===== src/rtl/reg_file_pkg.sv =====
// Shared constants for the scoreboarded register file.
package reg_file_pkg;
   localparam int DW_DEF    = 8;
   localparam int PW_DEF    = 3;
   localparam int NFLAG_DEF = 3;

   // condition flag bit positions
   localparam int FLG_ZERO  = 0;
   localparam int FLG_NGTV  = 1;
   localparam int FLG_SCRY  = 2;
endpackage


===== src/rtl/reg_file_sb_flag_reg.sv =====
// Condition flag register with a per-bit update mask.
module flag_reg #(
   parameter int NFLAG = 3
)(
   input  logic             clk,
   input  logic             reset,
   input  logic             i_en,
   input  logic [NFLAG-1:0] i_mask,
   input  logic [NFLAG-1:0] i_din,
   output logic [NFLAG-1:0] o_q
);
   logic [NFLAG-1:0] r_q;

   // masked bits take the new value, unmasked bits hold
   always_ff @(posedge clk or posedge reset) begin
      if (reset)     r_q <= '0;
      else if (i_en) r_q <= (r_q & ~i_mask) | (i_din & i_mask);
   end

   assign o_q = r_q;
endmodule


===== src/rtl/reg_file_sb.sv =====
// Register file with load-pending scoreboard, two write ports with read
// bypass, masked condition flags and a sticky protocol-error bit.
module reg_file_sb
   import reg_file_pkg::*;
#(
   parameter int DW      = DW_DEF,
   parameter int PW      = PW_DEF,
   parameter int NFLAG   = NFLAG_DEF,
   parameter int ZERO_R0 = 0
)(
   input  logic             clk,
   input  logic             reset,
   input  logic             wa_en,
   input  logic [PW-1:0]    wa_addr,
   input  logic [DW-1:0]    wa_data,
   input  logic             wb_en,
   input  logic [PW-1:0]    wb_addr,
   input  logic [DW-1:0]    wb_data,
   input  logic             rsv_en,
   input  logic [PW-1:0]    rsv_addr,
   input  logic [PW-1:0]    rd_addrA,
   input  logic [PW-1:0]    rd_addrB,
   output logic [DW-1:0]    datA_out,
   output logic [DW-1:0]    datB_out,
   output logic             busyA,
   output logic             busyB,
   input  logic             flg_en,
   input  logic [NFLAG-1:0] flg_mask,
   input  logic [NFLAG-1:0] flg_in,
   output logic [NFLAG-1:0] flags_out,
   output logic             err_out
);
   localparam int DEPTH = 2**PW;

   logic [DW-1:0]    r_mem [DEPTH];
   logic [DEPTH-1:0] r_pend;
   logic             r_err;

   logic             w_wa, w_wb, w_rsv, w_err_set;
   logic [PW-1:0]    w_ra   [2];
   logic [DW-1:0]    w_dat  [2];
   logic             w_busy [2];

   // register 0 is hardwired to zero when ZERO_R0 is set
   function automatic logic is_r0(input logic [PW-1:0] a);
      return (ZERO_R0 != 0) && (a == '0);
   endfunction

   // accesses to a hardwired r0 are simply dropped
   assign w_wa  = wa_en  && !is_r0(wa_addr);
   assign w_wb  = wb_en  && !is_r0(wb_addr);
   assign w_rsv = rsv_en && !is_r0(rsv_addr);

   assign w_ra[0] = rd_addrA;
   assign w_ra[1] = rd_addrB;

   // read mux: wa bypass beats wb bypass beats stored value; any same-cycle write releases busy
   always_comb begin
      for (int p = 0; p < 2; p++) begin
         w_dat[p]  = r_mem[w_ra[p]];
         w_busy[p] = r_pend[w_ra[p]];
         if (w_wb && wb_addr == w_ra[p]) begin
            w_dat[p]  = wb_data;
            w_busy[p] = 1'b0;
         end
         if (w_wa && wa_addr == w_ra[p]) begin
            w_dat[p]  = wa_data;
            w_busy[p] = 1'b0;
         end
         if (is_r0(w_ra[p])) begin
            w_dat[p]  = '0;
            w_busy[p] = 1'b0;
         end
      end
   end

   assign datA_out = w_dat[0];
   assign datB_out = w_dat[1];
   assign busyA    = w_busy[0];
   assign busyB    = w_busy[1];

   // protocol violations: unexpected return, double reservation, ALU write over an outstanding load
   assign w_err_set = (w_wb  && !r_pend[wb_addr])
                   || (w_rsv &&  r_pend[rsv_addr])
                   || (w_wa  &&  r_pend[wa_addr] && !(w_wb && wb_addr == wa_addr));

   // register array: wa is written last so the younger result wins a collision
   always_ff @(posedge clk or posedge reset) begin
      if (reset) begin
         for (int i = 0; i < DEPTH; i++) r_mem[i] <= '0;
      end else begin
         if (w_wb) r_mem[wb_addr] <= wb_data;
         if (w_wa) r_mem[wa_addr] <= wa_data;
      end
   end

   // pending bits: a new reservation overrides a same-cycle return
   always_ff @(posedge clk or posedge reset) begin
      if (reset) begin
         r_pend <= '0;
      end else begin
         if (w_wb)  r_pend[wb_addr]  <= 1'b0;
         if (w_rsv) r_pend[rsv_addr] <= 1'b1;
      end
   end

   // sticky error, cleared only by reset
   always_ff @(posedge clk or posedge reset) begin
      if (reset)          r_err <= 1'b0;
      else if (w_err_set) r_err <= 1'b1;
   end

   assign err_out = r_err;

   flag_reg #(.NFLAG(NFLAG)) u_flags (
      .clk    (clk),
      .reset  (reset),
      .i_en   (flg_en),
      .i_mask (flg_mask),
      .i_din  (flg_in),
      .o_q    (flags_out)
   );
endmodule

===== config.mk =====
export PLATFORM = sky130hd
export DESIGN_NAME = reg_file_sb
export DESIGN_NICKNAME = d
export VERILOG_FILES = /design/src/rtl/reg_file_pkg.sv /design/src/rtl/reg_file_sb_flag_reg.sv /design/src/rtl/reg_file_sb.sv
export SDC_FILE = /design/constraint.sdc
export NUM_CORES = 1
export LEC_CHECK = 0
export ABC_AREA = 0
export CAP_MARGIN = 20
export CORE_MARGIN = 1.5
export CORE_UTILIZATION = 40
export DETAILED_ROUTE_END_ITERATION = 10
export PLACE_DENSITY_LB_ADDON = 0.12
export SYNTH_ARGS = -nofsm -noshare
export SYNTH_HDL_FRONTEND = slang
export SYNTH_SLANG_ARGS = --single-unit

===== constraint.sdc =====
create_clock -name clk -period 2.35 [get_ports clk]
set_input_delay 0.5875 -clock clk [delete_from_list [all_inputs] [get_ports clk]]
set_output_delay 0.5875 -clock clk [all_outputs]
set_load 0.01 [all_outputs]

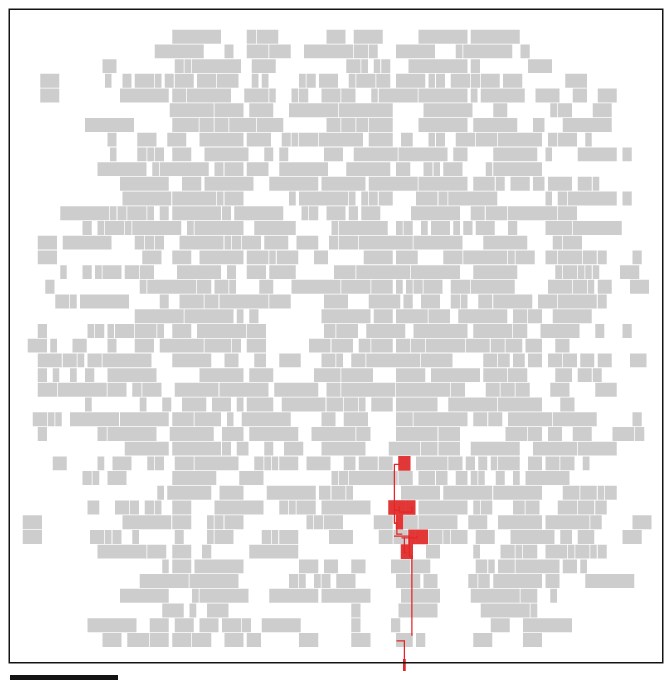
(port wiring)
Bar = 20 um.
- wa_en: red (direction input; end cells 7; buffers 2; wire 53.3 um)
Ports: 65
PortBufs: 64

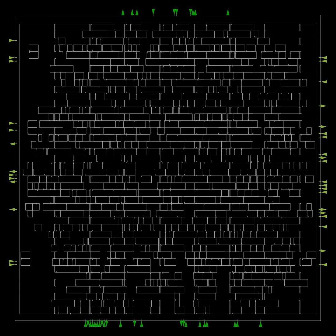
(placement view)
final core occ: 0.594
Tapcells: 176
Filler cells: 1066

==> qor.yml <==
place:
  place_inst: 812
  place_hpwl_mm: 12.3
  gp_congestion: 0.922
  postPlaceCellArea_sq_um: 6950
  pre_cts_slack_ns: -1.22
critical_path:
  end_kind: "output port"
  worst-path-buf-inv: 4
  critPathTopFamily: "multiplexers"
  cp_slowest_cell: "mux4_2"
  critical_path_class: "primary input to output port"
  path_cells: "buf_8 -> buf_12 -> buf_6 -> mux4_2 -> nor2b_4 -> a211oi_2 -> o31ai_1 -> buf_2"
  cpPeakStageDelay_ns: 0.49
  worstPathRequired_ns: 1.76
  cp.arrival_ns: 2.02
  critPathMaxFanout: 7
timing:
  finalSetupViolCount: 18
  hold_slack_ns: 0.479
  period_used_share: 1.11
  fin_ws_ns: -0.259
  fin_setup_tns_ns: -3.81
  fin_crit_ns: 2.61
  fmax_mhz: 383
floorplan:
  initCoreUtil: 0.414
  fp-row-count: 42
  core-area_sq_um: 13300
  die_w_um: 121
  chipArea_sq_um: 14500
power:
  largestPowerGroup: "sequential cells"
  internal_power_mw: 3.46
  p_sw_mw: 1.61
  p_seq_mw: 1.81
  pg_clk_mw: 1.46
  p_per_area_nw_per_um2: 639
  ir_drop_mv: 0.344
  swShare: 0.317
  leakagePower_nw: 3.40
synth:
  ys_sh_simple: 0.140
  fp_nets: 579
  xor_area_frac: 0.0238
  yosys.area_share.aoi: 0.131
  yosys_warnings: 0
  yosysMostFrequentCell: "dfrtp_1"
  edf_count: 0
  top_area_frac: 0.344
  synth_seq_share: 0.344
  synthTopCellsByCount: "dfrtp_1 (76), mux2i_1 (69), nand2_1 (62)"
  ff_type: "dfrtp_1"
  topCellsByArea: "dfrtp_1 (34%), mux4_2 (16%), mux2i_1 (13%)"
  ys_sh_mux: 0.296
  fa_ha_area_frac: 0
  synthCells: 536
  syn_avg_cell_area_sq_um: 10.3
  ys_chip_area_sq_um: 5530
  async_flop_share: 1.00
  synth_cell_type_count: 39
  ys_cells: 536
global_routing:
  grt_max_degree: 77
  antenna_found_initial: 0
  overflow: 0
  grt.met1_usage: 0.373
  use_met2: 0.434
  grt_usage: 0.272
  grt_pass1_vias: 5045
  grt_first_pass_wirelength_mm: 29.2
  met3_usage: 0.0420
clock_tree:
  clk_pin_slew_ns: 0.06
  clock_latency_ns: 0.35
  cts-resized-gates: 214
  clockBufferDepth: 2
  postCtsSetupBuffers: 32
  cts.sinks: 76
  htreeDepth: 3
  cts-root-buf: "clkbuf_16"
  cts_inserted_buffers: 9
  ctsHoldBuffers: 0
  cts_tree: "done"
status:
  status: "complete, but fails checks"
  violations: "negative setup slack"
detailed_routing:
  drt_iter0_markers: 473
  routed-via-count: 4988
  post-route-drc-count: 0
  wl_met1_mm: 7.75
  dr.pass1.iters: 6
  dr_wl_met3_mm: 1.42
  top_layer: "met4"
  route.met2.wl_mm: 9.19
  via_per_inst: 5.77
job:
  tool_warnings: 28
  maxCapViolCount: 0
layout:
  lay_top_cells: "buf_4 (80), dfrtp_1 (76), mux2i_1 (68), nand2_1 (57), nor2_1 (49)"
  stdcell_count: 864
  fin_area_sq_um: 7930
  layout-drive-gt1-share: 0.410
  area.sequential_sq_um: 1900
  final_common_cell: "buf_4"
worst_hold_path:
  hp-class: "register to register"
==> layout make-up <==
type / count / area share
multi-input cells: 397 / 0.457
flip-flops and latches: 76 / 0.240
inverters: 7 / 0.00379
well taps: 176 / 0.0278
repair buffers: 192 / 0.234
clock inverters: 6 / 0.00789
clock buffers: 10 / 0.0301
==> final timing paths <==
check	startpoint	to	slack, ns	cells after the start
worst max-delay path	rd_addrA[1]	datA_out[0]	-0.26	8
worst min-delay path	err_out	err_out	0.48	2
worst max register to register	r_pend[4]	err_out	0.63	6
worst min register to register	err_out	err_out	0.48	2
max in group asynchronous	reset	r_mem[31]	1.31	3
min in group asynchronous	reset	r_mem[52]	0.69	3
==> state kept, by name, summed over array words and instances, names as in the netlist, named ones only <==
register	count
err_out	1
r_mem	64
r_pend	8
Power figures rest on the tool's default switching activity, not on a simulated workload.
